$ cat config.mk
export PLATFORM = sky130hd
export DESIGN_NAME = dataint_crc_stream
export DESIGN_NICKNAME = d
export VERILOG_FILES = /design/src/rtl/dataint_crc_pkg.sv /design/src/rtl/dataint_crc_xor_shift_cascade.sv /design/src/rtl/dataint_crc_stream.sv
export SDC_FILE = /design/constraint.sdc
export NUM_CORES = 1
export LEC_CHECK = 0
export ABC_AREA = 1
export CORE_MARGIN = 5
export CORE_UTILIZATION = 50
export CTS_CLUSTER_SIZE = 14
export DETAILED_ROUTE_END_ITERATION = 8
export PLACE_DENSITY = 0.78
export SYNTH_ARGS = -nofsm -noshare
export SYNTH_HDL_FRONTEND = slang
export SYNTH_SLANG_ARGS = --single-unit
$ cat constraint.sdc
create_clock -name i_clk -period 2.9 [get_ports i_clk]
set_input_delay 0.58 -clock i_clk [delete_from_list [all_inputs] [get_ports i_clk]]
set_output_delay 0.58 -clock i_clk [all_outputs]
set_load 0.01 [all_outputs]
$ cat src/rtl/dataint_crc_pkg.sv
// dataint_crc_pkg
// Shared definitions for the streaming CRC block:
//   crc_state_t   - frame FSM state encoding (IDLE, ACCUM, DONE)
//   reverse_byte  - bit-reverse an 8-bit data byte (input reflection)
//   reflect_crc   - bit-reverse the low w bits of a 64-bit value (output
//                   reflection for any CRC width up to 64)
package dataint_crc_pkg;

    typedef enum logic [1:0] {
        ST_IDLE  = 2'd0,
        ST_ACCUM = 2'd1,
        ST_DONE  = 2'd2
    } crc_state_t;

    function automatic logic [7:0] reverse_byte(input logic [7:0] b);
        logic [7:0] r;
        r = '0;
        for (int unsigned i = 0; i < 8; i++) begin
            r[3'(i)] = b[3'(7 - i)];
        end
        return r;
    endfunction

    // Bits at or above w are returned as zero.
    function automatic logic [63:0] reflect_crc(input logic [63:0] v,
                                                input int unsigned w);
        logic [63:0] r;
        r = '0;
        for (int unsigned i = 0; i < 64; i++) begin
            if (i < w) begin
                r[6'(i)] = v[6'(w - 1 - i)];
            end
        end
        return r;
    endfunction

endpackage

$ cat src/rtl/dataint_crc_xor_shift_cascade.sv
// dataint_crc_xor_shift_cascade
// Combinational one-byte CRC update: the byte is XORed into the top of the
// register, then eight MSB-first shift/XOR steps with the polynomial follow.
// Ports:
//   i_poly         - generator polynomial, normal form, top bit implicit
//   i_block_input  - current CRC register
//   i_data         - data byte (already conditioned for reflection)
//   o_block_output - CRC register after absorbing the byte
module dataint_crc_xor_shift_cascade #(
    parameter int CRC_WIDTH = 32
) (
    input  logic [CRC_WIDTH-1:0] i_poly,
    input  logic [CRC_WIDTH-1:0] i_block_input,
    input  logic [7:0]           i_data,
    output logic [CRC_WIDTH-1:0] o_block_output
);

    logic [CRC_WIDTH-1:0] data_aligned;
    logic [CRC_WIDTH-1:0] c;

    always_comb begin
        data_aligned = '0;
        data_aligned[CRC_WIDTH-1 -: 8] = i_data;
        c = i_block_input ^ data_aligned;
        for (int unsigned i = 0; i < 8; i++) begin
            if (c[CRC_WIDTH-1]) begin
                c = (c << 1) ^ i_poly;
            end else begin
                c = c << 1;
            end
        end
        o_block_output = c;
    end

endmodule

$ cat src/rtl/dataint_crc_stream.sv
// dataint_crc_stream
// Byte-streaming CRC engine with a valid/ready byte input and a valid/ready
// CRC result output. One byte is absorbed per cycle; the final CRC appears one
// cycle after the byte flagged i_last and is held until i_crc_ready.
// Ports:
//   i_clk, i_rst     - clock, asynchronous active-high reset
//   i_clear          - synchronous abort back to IDLE (highest priority)
//   i_valid, o_ready - byte handshake; i_data byte, i_last marks final byte
//   o_crc_valid      - final CRC available (state DONE)
//   i_crc_ready      - consumer takes the final CRC
//   o_crc            - registered final CRC (reflected/XORed as configured)
//   o_byte_count     - bytes accepted in the frame, saturating at 16'hFFFF
//   o_busy           - frame in progress (state ACCUM)
module dataint_crc_stream
    import dataint_crc_pkg::*;
#(
    parameter int                   CRC_WIDTH = 32,
    parameter logic [CRC_WIDTH-1:0] POLY      = 32'h04C11DB7,
    parameter logic [CRC_WIDTH-1:0] INIT      = 32'hFFFFFFFF,
    parameter bit                   REFIN     = 1'b1,
    parameter bit                   REFOUT    = 1'b1,
    parameter logic [CRC_WIDTH-1:0] XOROUT    = 32'hFFFFFFFF
) (
    input  logic                 i_clk,
    input  logic                 i_rst,
    input  logic                 i_clear,
    input  logic                 i_valid,
    output logic                 o_ready,
    input  logic [7:0]           i_data,
    input  logic                 i_last,
    output logic                 o_crc_valid,
    input  logic                 i_crc_ready,
    output logic [CRC_WIDTH-1:0] o_crc,
    output logic [15:0]          o_byte_count,
    output logic                 o_busy
);

    crc_state_t           state, state_nxt;
    logic [CRC_WIDTH-1:0] crc_reg, crc_reg_nxt;
    logic [15:0]          byte_cnt, byte_cnt_nxt;
    logic [CRC_WIDTH-1:0] crc_out_nxt;

    logic [7:0]           data_cond;
    logic [CRC_WIDTH-1:0] crc_upd;
    logic [CRC_WIDTH-1:0] crc_final;
    logic                 accept;

    assign data_cond = REFIN ? reverse_byte(i_data) : i_data;

    dataint_crc_xor_shift_cascade #(
        .CRC_WIDTH (CRC_WIDTH)
    ) u_cascade (
        .i_poly         (POLY),
        .i_block_input  (crc_reg),
        .i_data         (data_cond),
        .o_block_output (crc_upd)
    );

    // Final value is formed from the updated register so o_crc can be loaded
    // on the same edge that accepts the last byte.
    always_comb begin
        if (REFOUT) begin
            crc_final = CRC_WIDTH'(reflect_crc(64'(crc_upd), CRC_WIDTH)) ^ XOROUT;
        end else begin
            crc_final = crc_upd ^ XOROUT;
        end
    end

    assign o_ready      = (state != ST_DONE);
    assign accept       = i_valid && o_ready;
    assign o_crc_valid  = (state == ST_DONE);
    assign o_busy       = (state == ST_ACCUM);
    assign o_byte_count = byte_cnt;

    always_comb begin
        state_nxt    = state;
        crc_reg_nxt  = crc_reg;
        byte_cnt_nxt = byte_cnt;
        crc_out_nxt  = o_crc;

        if (i_clear) begin
            state_nxt    = ST_IDLE;
            crc_reg_nxt  = INIT;
            byte_cnt_nxt = '0;
        end else begin
            case (state)
                ST_IDLE, ST_ACCUM: begin
                    if (accept) begin
                        crc_reg_nxt  = crc_upd;
                        byte_cnt_nxt = (byte_cnt == 16'hFFFF) ? byte_cnt : byte_cnt + 16'd1;
                        if (i_last) begin
                            state_nxt   = ST_DONE;
                            crc_out_nxt = crc_final;
                        end else begin
                            state_nxt = ST_ACCUM;
                        end
                    end
                end
                ST_DONE: begin
                    if (i_crc_ready) begin
                        state_nxt    = ST_IDLE;
                        crc_reg_nxt  = INIT;
                        byte_cnt_nxt = '0;
                    end
                end
                default: begin
                    state_nxt    = ST_IDLE;
                    crc_reg_nxt  = INIT;
                    byte_cnt_nxt = '0;
                end
            endcase
        end
    end

    always_ff @(posedge i_clk or posedge i_rst) begin
        if (i_rst) begin
            state    <= ST_IDLE;
            crc_reg  <= INIT;
            byte_cnt <= '0;
            o_crc    <= '0;
        end else begin
            state    <= state_nxt;
            crc_reg  <= crc_reg_nxt;
            byte_cnt <= byte_cnt_nxt;
            o_crc    <= crc_out_nxt;
        end
    end

endmodule

Run 1, pin placement:
The bar under the picture is 20 µm long. Pins as bars across the die edge, other pins in grey.
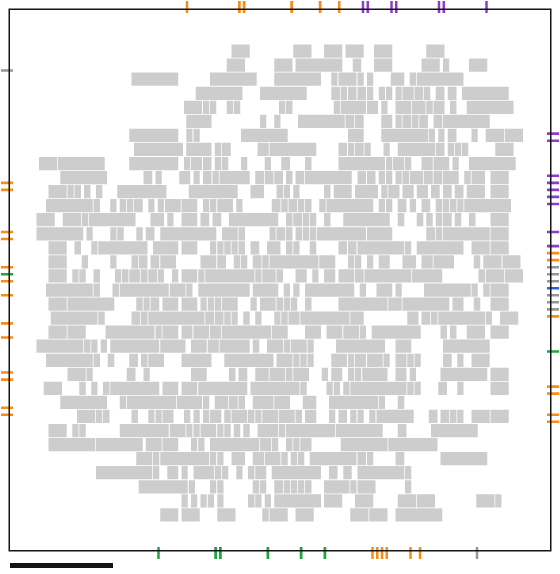
[i_data] green | pins: 8 | direction: input | edge: 6 south, 1 east, 1 west
[o_crc] orange | pins: 32 | direction: output | edge: 13 west, 7 east, 6 south, 6 north
[o_ready] blue | pins: 1 | direction: output | edge: east
[o_byte_count] purple | pins: 16 | direction: output | edge: 9 east, 7 north
all pins by edge: 24 east, 15 west, 13 south, 13 north

Run 1, placement view:
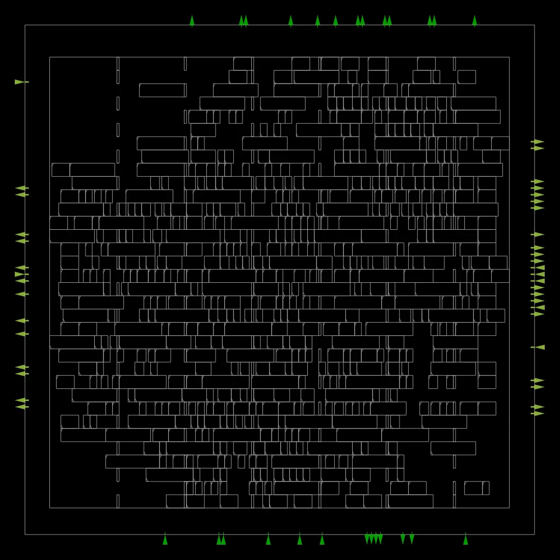
Tapcells: 108
Core Util, Final: 63.3%
Fill cells: 743
flop share of the area: 37.9%

==> impl_metrics.ini, run 1 <==
; yosys + openroad results
[routing]
drt-vias-per-instance = 5.18
drc = 0
final_routed_wirelength_across_all_metal_layers_um = 11000
drtPass1Iterations = 5
via_count = 3810
detail_route.wl_per_cell_um = 14.9
detailedRoute.firstIterationViolations = 219
postRouteAntennaNets = 0

[final_timing]
unrepaired_setup_endpoints_after_global_routing = no
worst_relative_slew_slack_pct = 52.1
finalSetupViolCount = 0
hold_violations = 0
fin_skew_ps = 8.35
timing.final.crit_period_ps = 2130
totalNegativeSetupSlack_ps = 0
slew_violations = 0
timing_worst_slew_pin_value_ps = 717
final_min_period_over_clock_period_pct = 73.5
fmax_ghz = 0.469

[critical_path]
criticalPathCategory = input port to flip-flop
critical_path_required_time_ps = 3190
critical_path.cell_chain = clkdlybuf4s50_1 -> inv_2 -> nand2_4 -> o21ai_4 -> nor2_2 -> inv_2 -> o22ai_1 -> inv_1
critical_path.max_fanout = 14
crit_slowest_cell = sky130_fd_sc_hd__clkdlybuf4s50_1
cp-end-kind = flip-flop
cp_common_cell = sky130_fd_sc_hd__inv_2
critical_path.startpoint_type = input port
max_stage_delay_ps = 500
worst_endpoint_data_arrival_time_ps = 2420

[placed_design]
dp_worst_setup_slack_ps = 400
detailed_place.area_um2 = 5250
place_hpwl_um = 7910
numPortBuffers = 64
post-place-cells = 720
place.gp.congestion = 0.838

[die]
floorplan.rows = 34
chip_width_um = 105
floorplan.initialDensity_pct = 51.2
chip_area_um2 = 10900
io-pin-count = 65
core_area_um2 = 8720
die_height_um = 105

[global_routing]
grt_antenna_before_repair = 0
grt_pass1_wl_um = 19200
globalRoute.totalOverflow = 0
grt_max_degree = 48
via_count_of_the_first_global_routing_pass = 3904
globalRouteTotalUtil_pct = 21.3

[clocking]
cts_root_buffer = sky130_fd_sc_hd__clkbuf_8
cts_post_setup_buffers_inserted = 0
htree_depth = 3
cts_made_buffers = 9
worst_skew_pair.late_latency_ps = 360
number_of_buffers_added_to_fix_hold_violations_after_cts = 0
clock_sinks = 82
clock_pin_slew_worst_setup_and_hold_paths_ps = 80
cts_resized = 0
cts_tree = yes
cts-root-to-sink-buffers = 2

[synthesis]
most_common_cell = sky130_fd_sc_hd__nand2_1
ys_seq_elements = 82
synthFlopType = sky130_fd_sc_hd__dfrtp_1
synthesis.nets = 568
aoi_share_pct = 8.63
async_reset_ff_share_pct = 100
post_synth_most_frequent_cells = 189 x sky130_fd_sc_hd__nand2_1, 63 x sky130_fd_sc_hd__inv_1, 50 x sky130_fd_sc_hd__dfrtp_1
ys.warnings.count = 0
ys_cells = 553
synth_cell_type_count = 38
post_synth_tally_of_flip_flops_with_integrated_enable = 0
top_area_cell = sky130_fd_sc_hd__dfrtp_1
adder_cell_area_share_of_the_yosys_netlist_pct = 0.280
synth_cells = 553
post-synth-top-area-fraction_pct = 28.0
synth.area.mux_share_pct = 0
synth.logic.top_family = simple AND/OR/NAND/NOR gates
synthSimpleGateAreaFrac_pct = 25.9
syn_area_per_cell_um2 = 8.08
post_synth_main_area_contributors = sky130_fd_sc_hd__dfrtp_1 28%, sky130_fd_sc_hd__dfstp_2 19%, sky130_fd_sc_hd__nand2_1 16%
syn-cell-area_um2 = 4470
yosysSeqAreaShare_pct = 46.8
synth-xor-area-share_pct = 11.1
ys_area_um2 = 4470

[outcome]
run_status = finished, final reports clean

[power]
leakagePower_nw = 2.65
power.density_cell_area_nw_per_um2 = 1080
peakVddDrop_v = 0.000606
post-layout-total-power_mw = 5.96

[hold_path]
worstHoldPathType = flip-flop to flip-flop

[layout]
drive_gt1_share_pct = 14.5
num_antenna_cells = 0
finalNonFillerCells = 736
final_net_count = 638

[flow_run]
number_of_maximum_capacitance_constraint_violations = 0
tool_warnings = 26
Run 1, drive-strength map:
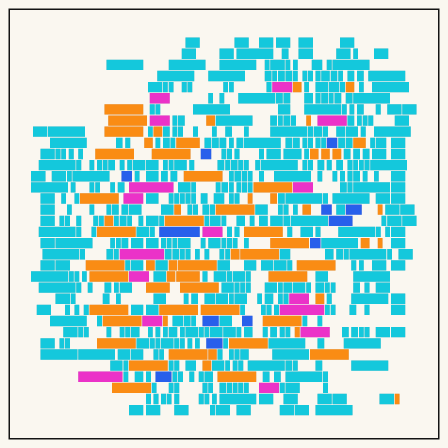
[_6 and larger] magenta | cells: 16 | most used: clkbuf_8
[_3 and _4 cells] blue | cells: 12 | most used: buf_4
[_0 and _1 cells] cyan | cells: 537 | most used: nand2_1
[_2 cells] orange | cells: 63 | most used: dfstp_2
layout-stage area growth over the synthesis result: 23.6%
bufs w/o clock: 71
Worst Setup Slack, final: 769 ps
final instance area: 5520 µm²

Run 1, layout detail:
Window x 68 to 88, y 68 to 88 µm. Cells in grey, sequential cells in the stronger grey; small squares are vias.
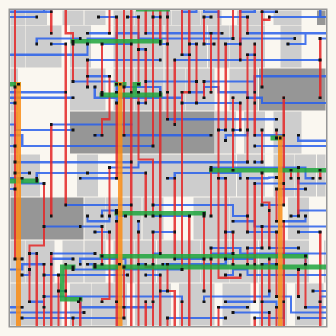
[metal 2] red
[metal 3] green
[metal 4] orange
[metal 1] blue
cells with their middle in the window: 48
sequential cells in the window: 2
most frequent: nand2_1 (12), nor2_2 (5)
netlist names of flops here include: o_byte_count (2)

-- run 1: layout by cell type (no fill, tap or decap), types with 2 or more instances in the layout --
master,Yosys,final
sky130_fd_sc_hd__xnor2_1,5,5
sky130_fd_sc_hd__or2_2,3,3
sky130_fd_sc_hd__nor3_1,3,3
sky130_fd_sc_hd__o21ai_0,18,18
sky130_fd_sc_hd__nand2_2,8,8
sky130_fd_sc_hd__nor2_1,22,22
sky130_fd_sc_hd__a21oi_1,15,15
sky130_fd_sc_hd__nand3_1,28,28
sky130_fd_sc_hd__o22ai_1,13,13
sky130_fd_sc_hd__nand4_1,3,3
sky130_fd_sc_hd__dfrtp_1,50,50
sky130_fd_sc_hd__xor2_1,43,43
sky130_fd_sc_hd__nor2_2,7,7
sky130_fd_sc_hd__o21bai_1,3,3
sky130_fd_sc_hd__a22oi_1,4,4
sky130_fd_sc_hd__xor2_2,2,2
sky130_fd_sc_hd__dfstp_2,32,32
sky130_fd_sc_hd__bufinv_16,0,4
sky130_fd_sc_hd__clkinv_2,1,2
sky130_fd_sc_hd__o21ai_1,7,7
sky130_fd_sc_hd__inv_2,6,7
sky130_fd_sc_hd__clkdlybuf4s50_1,0,64
sky130_fd_sc_hd__buf_4,0,6
sky130_fd_sc_hd__clkbuf_8,0,10
sky130_fd_sc_hd__nand2_1,189,189
sky130_fd_sc_hd__nand2_4,4,4
sky130_fd_sc_hd__inv_1,63,62
-- run 1: path summary, 6_finish.rpt --
check,from,to,slack (ps),depth (start not counted)
min reg2reg,o_crc[4],o_crc[4],480,2
min,o_crc[4],o_crc[4],480,2
max reg2reg,o_byte_count[0],o_byte_count[9],960,11
max,i_clear,crc_reg[29],770,8
max in group asynchronous,i_rst,crc_reg[20],1490,3
min in group asynchronous,i_rst,o_crc[2],650,2
-- run 1: power by group --
part	internal [mW]	switching [mW]	leakage (nW)	total [mW]
clock	0.682	0.425	0.134	1.11
combinational	1.17	1.72	1.54	2.89
sequential	1.69	0.267	0.983	1.96
-- run 1: cells by family (layout without fill, tap and decap cells) --
| logic type | count (synthesis) | after routing |
|---|---|---|
| and+or+nand+nor | 270 | 270 |
| DFF | 82 | 82 |
| buffers and inverters | 83 | 158 |
| AOI/OAI and AO/OA | 65 | 65 |
| xor gates and xnor gates | 52 | 52 |
| adders and majority gates | 1 | 1 |
-- run 1: worst max-delay path: cells and delay by family --
kind                   cells  cell delay, ps
AOI/OAI and AO/OA          2             380
and+or+nand+nor            2             580
buffers and inverters      4             880
-- run 1: routing by layer --
| layer | share of wire [%] | global-route usage, % |
|---|---|---|
| met1 | 44 | 29.1 |
| met2 | 47 | 34.0 |
| met3 | 6.1 | 3.91 |
| met4 | 2.2 | 7.68 |
| met5 | 0 | 0 |
-- run 1: area by class of cell --
class,instances,area (µm²)
repair buffers,71,706
multi-input cells,388,2050
clock inverters,5,125
flip-flops and latches,82,2090
fillers,743,3200
clock buffers,11,141
well taps,108,135
inverters,71,268
-- run 1: metrics by stage --
stage	utilization (%)	hold slack, ps
4_1_cts	63.3	490
2_1_floorplan	-	484
6_report	63.3	484
3_3_place_gp	60.2	469
3_5_place_dp	60.2	464
5_1_grt	63.3	507
Run 1, local utilization:
The die is cut into 10 by 10 equal tiles; white is low, dark blue is high, 0 to 100% covered.
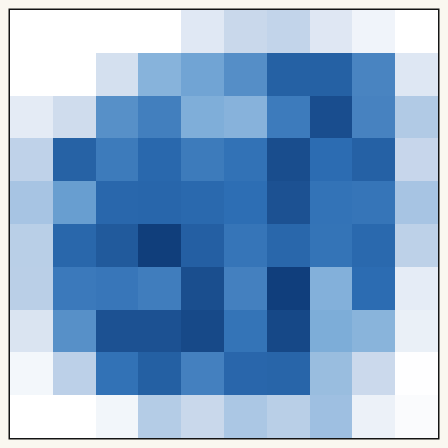

==> inputs of run 2 (changes only) <==
- CORE_UTILIZATION: 50 -> 49
- PLACE_DENSITY: 0.78 -> 0.8
- clock period: 2.9 -> 1.9 ns (I/O delays scaled with it)
Run 2, local utilization:
The die is cut into 11 by 11 equal tiles; white is low, dark blue is high, 0 to 100% covered.
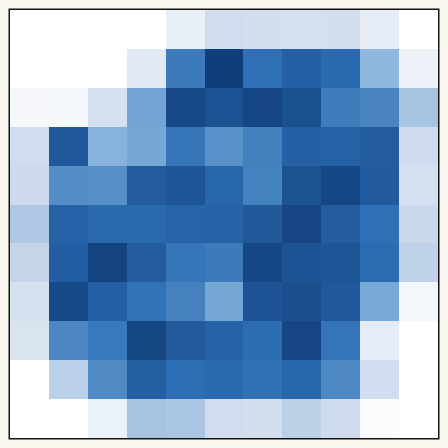
densest ninth of the die: centre
tiles over 75% full: 37%
mean over tiles: 52%
nearly empty tiles: 12%
emptiest ninth of the die: north-west
fullest tile: 94%

Run 2, placement view:
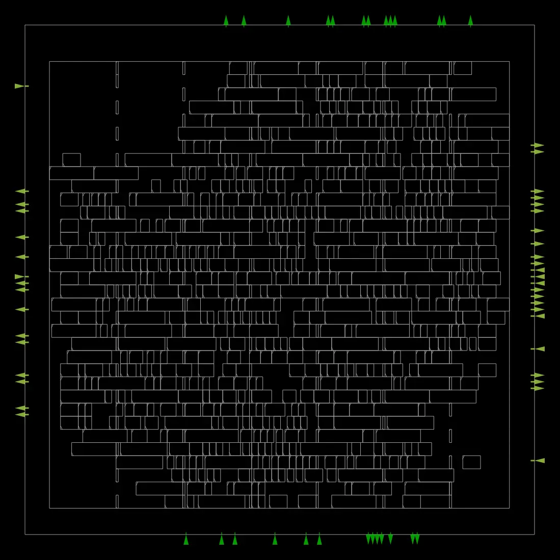
Seq cells: 82
Core Util, Final: 66.6%
flop share of the area: 35.7%
Fill cells: 716
total number of placement rows: 34

==> run 2 against run 1 <==
Register-to-register slack lost 850 ps. Largest power group unchanged. Critical path depth down 4. Cell area is 6.2% higher. Wire length grew 3.8%. Clock skew increased by 6.3 ps. Combinational power rose by about 70%. Flip-flop count unchanged. Setup slack worse by 710 ps. Cell count is 4.8% higher.
==> impl_metrics.ini, run 2 <==
; yosys + openroad results
[critical_path]
max_stage_delay_ps = 520
r2r_end = o_byte_count[9]
cp-end-kind = output port
crit_slowest_cell = sky130_fd_sc_hd__clkdlybuf4s50_1
worst_endpoint_data_arrival_time_ps = 1460
worst_setup_path_endpoint = o_ready
criticalPathCategory = flip-flop to output port
critical_path_required_time_ps = 1520
r2r.worst_path.cells = 12
timing.critical_path.max_delay_family = buffers and inverters
critical_path_depth_in_cells = 4
worst_path_bufs_invs = 3
critical_path.cell_chain = inv_2 -> nor2_2 -> inv_1 -> clkdlybuf4s50_1
startpoint = state[1]
critical_path.max_fanout = 3
reg2reg_from = o_byte_count[0]

[layout]
layout_top_cells_excl_fill_tap = 187 x sky130_fd_sc_hd__nand2_1, 63 x sky130_fd_sc_hd__clkdlybuf4s50_1, 62 x sky130_fd_sc_hd__inv_1
num_antenna_cells = 0
mostFrequentLayoutCell = sky130_fd_sc_hd__nand2_1
drive_gt1_share_pct = 19.5
final_net_count = 673
syn_to_final_growth_pct = 31.3

[synthesis]
post_synth_tally_of_flip_flops_with_integrated_enable = 0
synth_cells = 553
ys_cells = 553
synthFlopType = sky130_fd_sc_hd__dfrtp_1
post_synth_most_frequent_cells = 189 x sky130_fd_sc_hd__nand2_1, 63 x sky130_fd_sc_hd__inv_1, 50 x sky130_fd_sc_hd__dfrtp_1
synth_cell_type_count = 38
top_area_cell = sky130_fd_sc_hd__dfrtp_1
synthesis.nets = 568
ys_seq_elements = 82
ys.warnings.count = 0
most_common_cell = sky130_fd_sc_hd__nand2_1
ys_area_um2 = 4470
async_reset_ff_share_pct = 100
post-synth-top-area-fraction_pct = 28.0
yosysSeqAreaShare_pct = 46.8
syn_area_per_cell_um2 = 8.08
syn-cell-area_um2 = 4470

[placed_design]
place.gp.congestion = 0.927
dp_worst_setup_slack_ps = -180
place_hpwl_um = 8630
numPortBuffers = 64

[clocking]
cts_made_buffers = 9
cts_root_buffer = sky130_fd_sc_hd__clkbuf_8
clock_pin_slew_worst_setup_and_hold_paths_ps = 90
number_of_buffers_added_to_fix_hold_violations_after_cts = 0
htree_depth = 3
worst_skew_pair.late_latency_ps = 360
cts_tree = yes
clock_sinks = 82
cts-root-to-sink-buffers = 2

[final_timing]
totalNegativeSetupSlack_ps = 0
fin_skew_ps = 14.6
final_min_period_over_clock_period_pct = 96.7
timing.final.crit_period_ps = 1840
worst_relative_slew_slack_pct = 73.6
hold_violations = 0
fin_hold_ws_ps = 364
fmax_ghz = 0.544
finalSetupViolCount = 0
slew_violations = 0
unrepaired_setup_endpoints_after_global_routing = yes
timing.final.ws_setup_ps = 62.0
timing_worst_slew_pin_value_ps = 396

[global_routing]
grt_pass1_wl_um = 19400
grt_max_degree = 37
globalRouteTotalUtil_pct = 21.5
via_count_of_the_first_global_routing_pass = 4030
globalRoute.totalOverflow = 0

[hold_path]
worstHoldPathType = input port to asynchronous set/reset pin

[routing]
detailedRoute.firstIterationViolations = 283
detail_route.wl_per_cell_um = 14.8
final_routed_wirelength_across_all_metal_layers_um = 11400
drt-vias-per-instance = 5.13
drtPass1Iterations = 5
postRouteAntennaNets = 0
via_count = 3958
drc = 0

[flow_run]
tool_warnings = 27
number_of_maximum_capacitance_constraint_violations = 0

[die]
floorplan.initialDensity_pct = 50.7
die_height_um = 105
chip_width_um = 105
chip_area_um2 = 11100
core_area_um2 = 8810
io-pin-count = 65

[power]
power.density_cell_area_nw_per_um2 = 1640
leakagePower_nw = 2.86

[outcome]
run_status = finished, final reports clean
-- run 2: cell counts after synthesis --
No cell type changed its count.
-- run 2: repair_timing --
action / 4_1_cts / 5_1_grt
buffers inserted: 0 / 2
gates resized: 0 / 5
setup endpoints to repair: 0 / 12
-- run 2: final cells by class --
| cell class | count | area (µm²) | area share (%) |
|---|---|---|---|
| Clock buffer | 11 | 141 | 2.41 |
| Clock inverter | 5 | 125 | 2.13 |
| Inverter | 71 | 272 | 4.63 |
| Multi-Input combinational cell | 388 | 2060 | 35.2 |
| Sequential cell | 82 | 2090 | 35.7 |
| Tap cell | 108 | 135 | 2.30 |
| Timing Repair Buffer | 106 | 1030 | 17.6 |
-- run 2: logic make-up (layout without fill, tap and decap cells) --
family                     count (synthesis)  in the layout  share of synthesized area (%)
adders and majority gates                  1              1                          0.280
xor gates and xnor gates                  52             52                           11.1
buffers and inverters                     83            193                           7.23
DFF                                       82             82                           46.8
AOI/OAI and AO/OA                         65             65                           8.63
and+or+nand+nor                          270            270                           25.9
-- run 2: layer usage --
metal | up-vias | global-route usage, % | part of all wire (%)
li1 | 1928 | - | -
met5 | - | 0 | 0
met4 | 0 | 7.50 | 1.8
met3 | 17 | 4.10 | 4.6
met2 | 116 | 35.2 | 48
met1 | 1897 | 28.6 | 46
-- run 2: how the worst min path moves through the flow --
| stage | start | endpoint | cells past startpoint |
|---|---|---|---|
| floorplan | i_last | state[0] | 1 |
| global placement | o_crc[8] | o_crc[8] | 2 |
| detailed placement | o_crc[10] | o_crc[10] | 2 |
| CTS | i_rst | o_crc[25] | 2 |
| global route | i_rst | o_crc[25] | 2 |
| finish | i_rst | o_crc[25] | 2 |
-- run 2: worst register-to-register path: cells and delay by family, from the launching register on --
family / cells / cell delay (ps)
AOI/OAI and AO/OA: 2 / 180
adders and majority gates: 1 / 230
buffers and inverters: 2 / 220
DFF: 1 / 430
and+or+nand+nor: 7 / 640
-- run 2: power breakdown --
group	total, mW	switching, mW	internal [mW]
Clock	1.67	0.627	1.04
Combinational	4.90	2.74	2.16
Sequential	3.03	0.444	2.58
Total	9.59	3.81	5.78
-- run 2: through the flow --
stage / power (mW) / instance area [µm²] / cells
CTS: 9.57 / 5830 / 769
finish: 9.59 / 5860 / 771
floorplan: 5.80 / 4470 / 553
global route: 10.3 / 5860 / 771
detailed placement: 7.84 / 5570 / 753
global placement: 7.70 / 5570 / 753
No activity file was given, so power comes from the tool's default toggle rates.
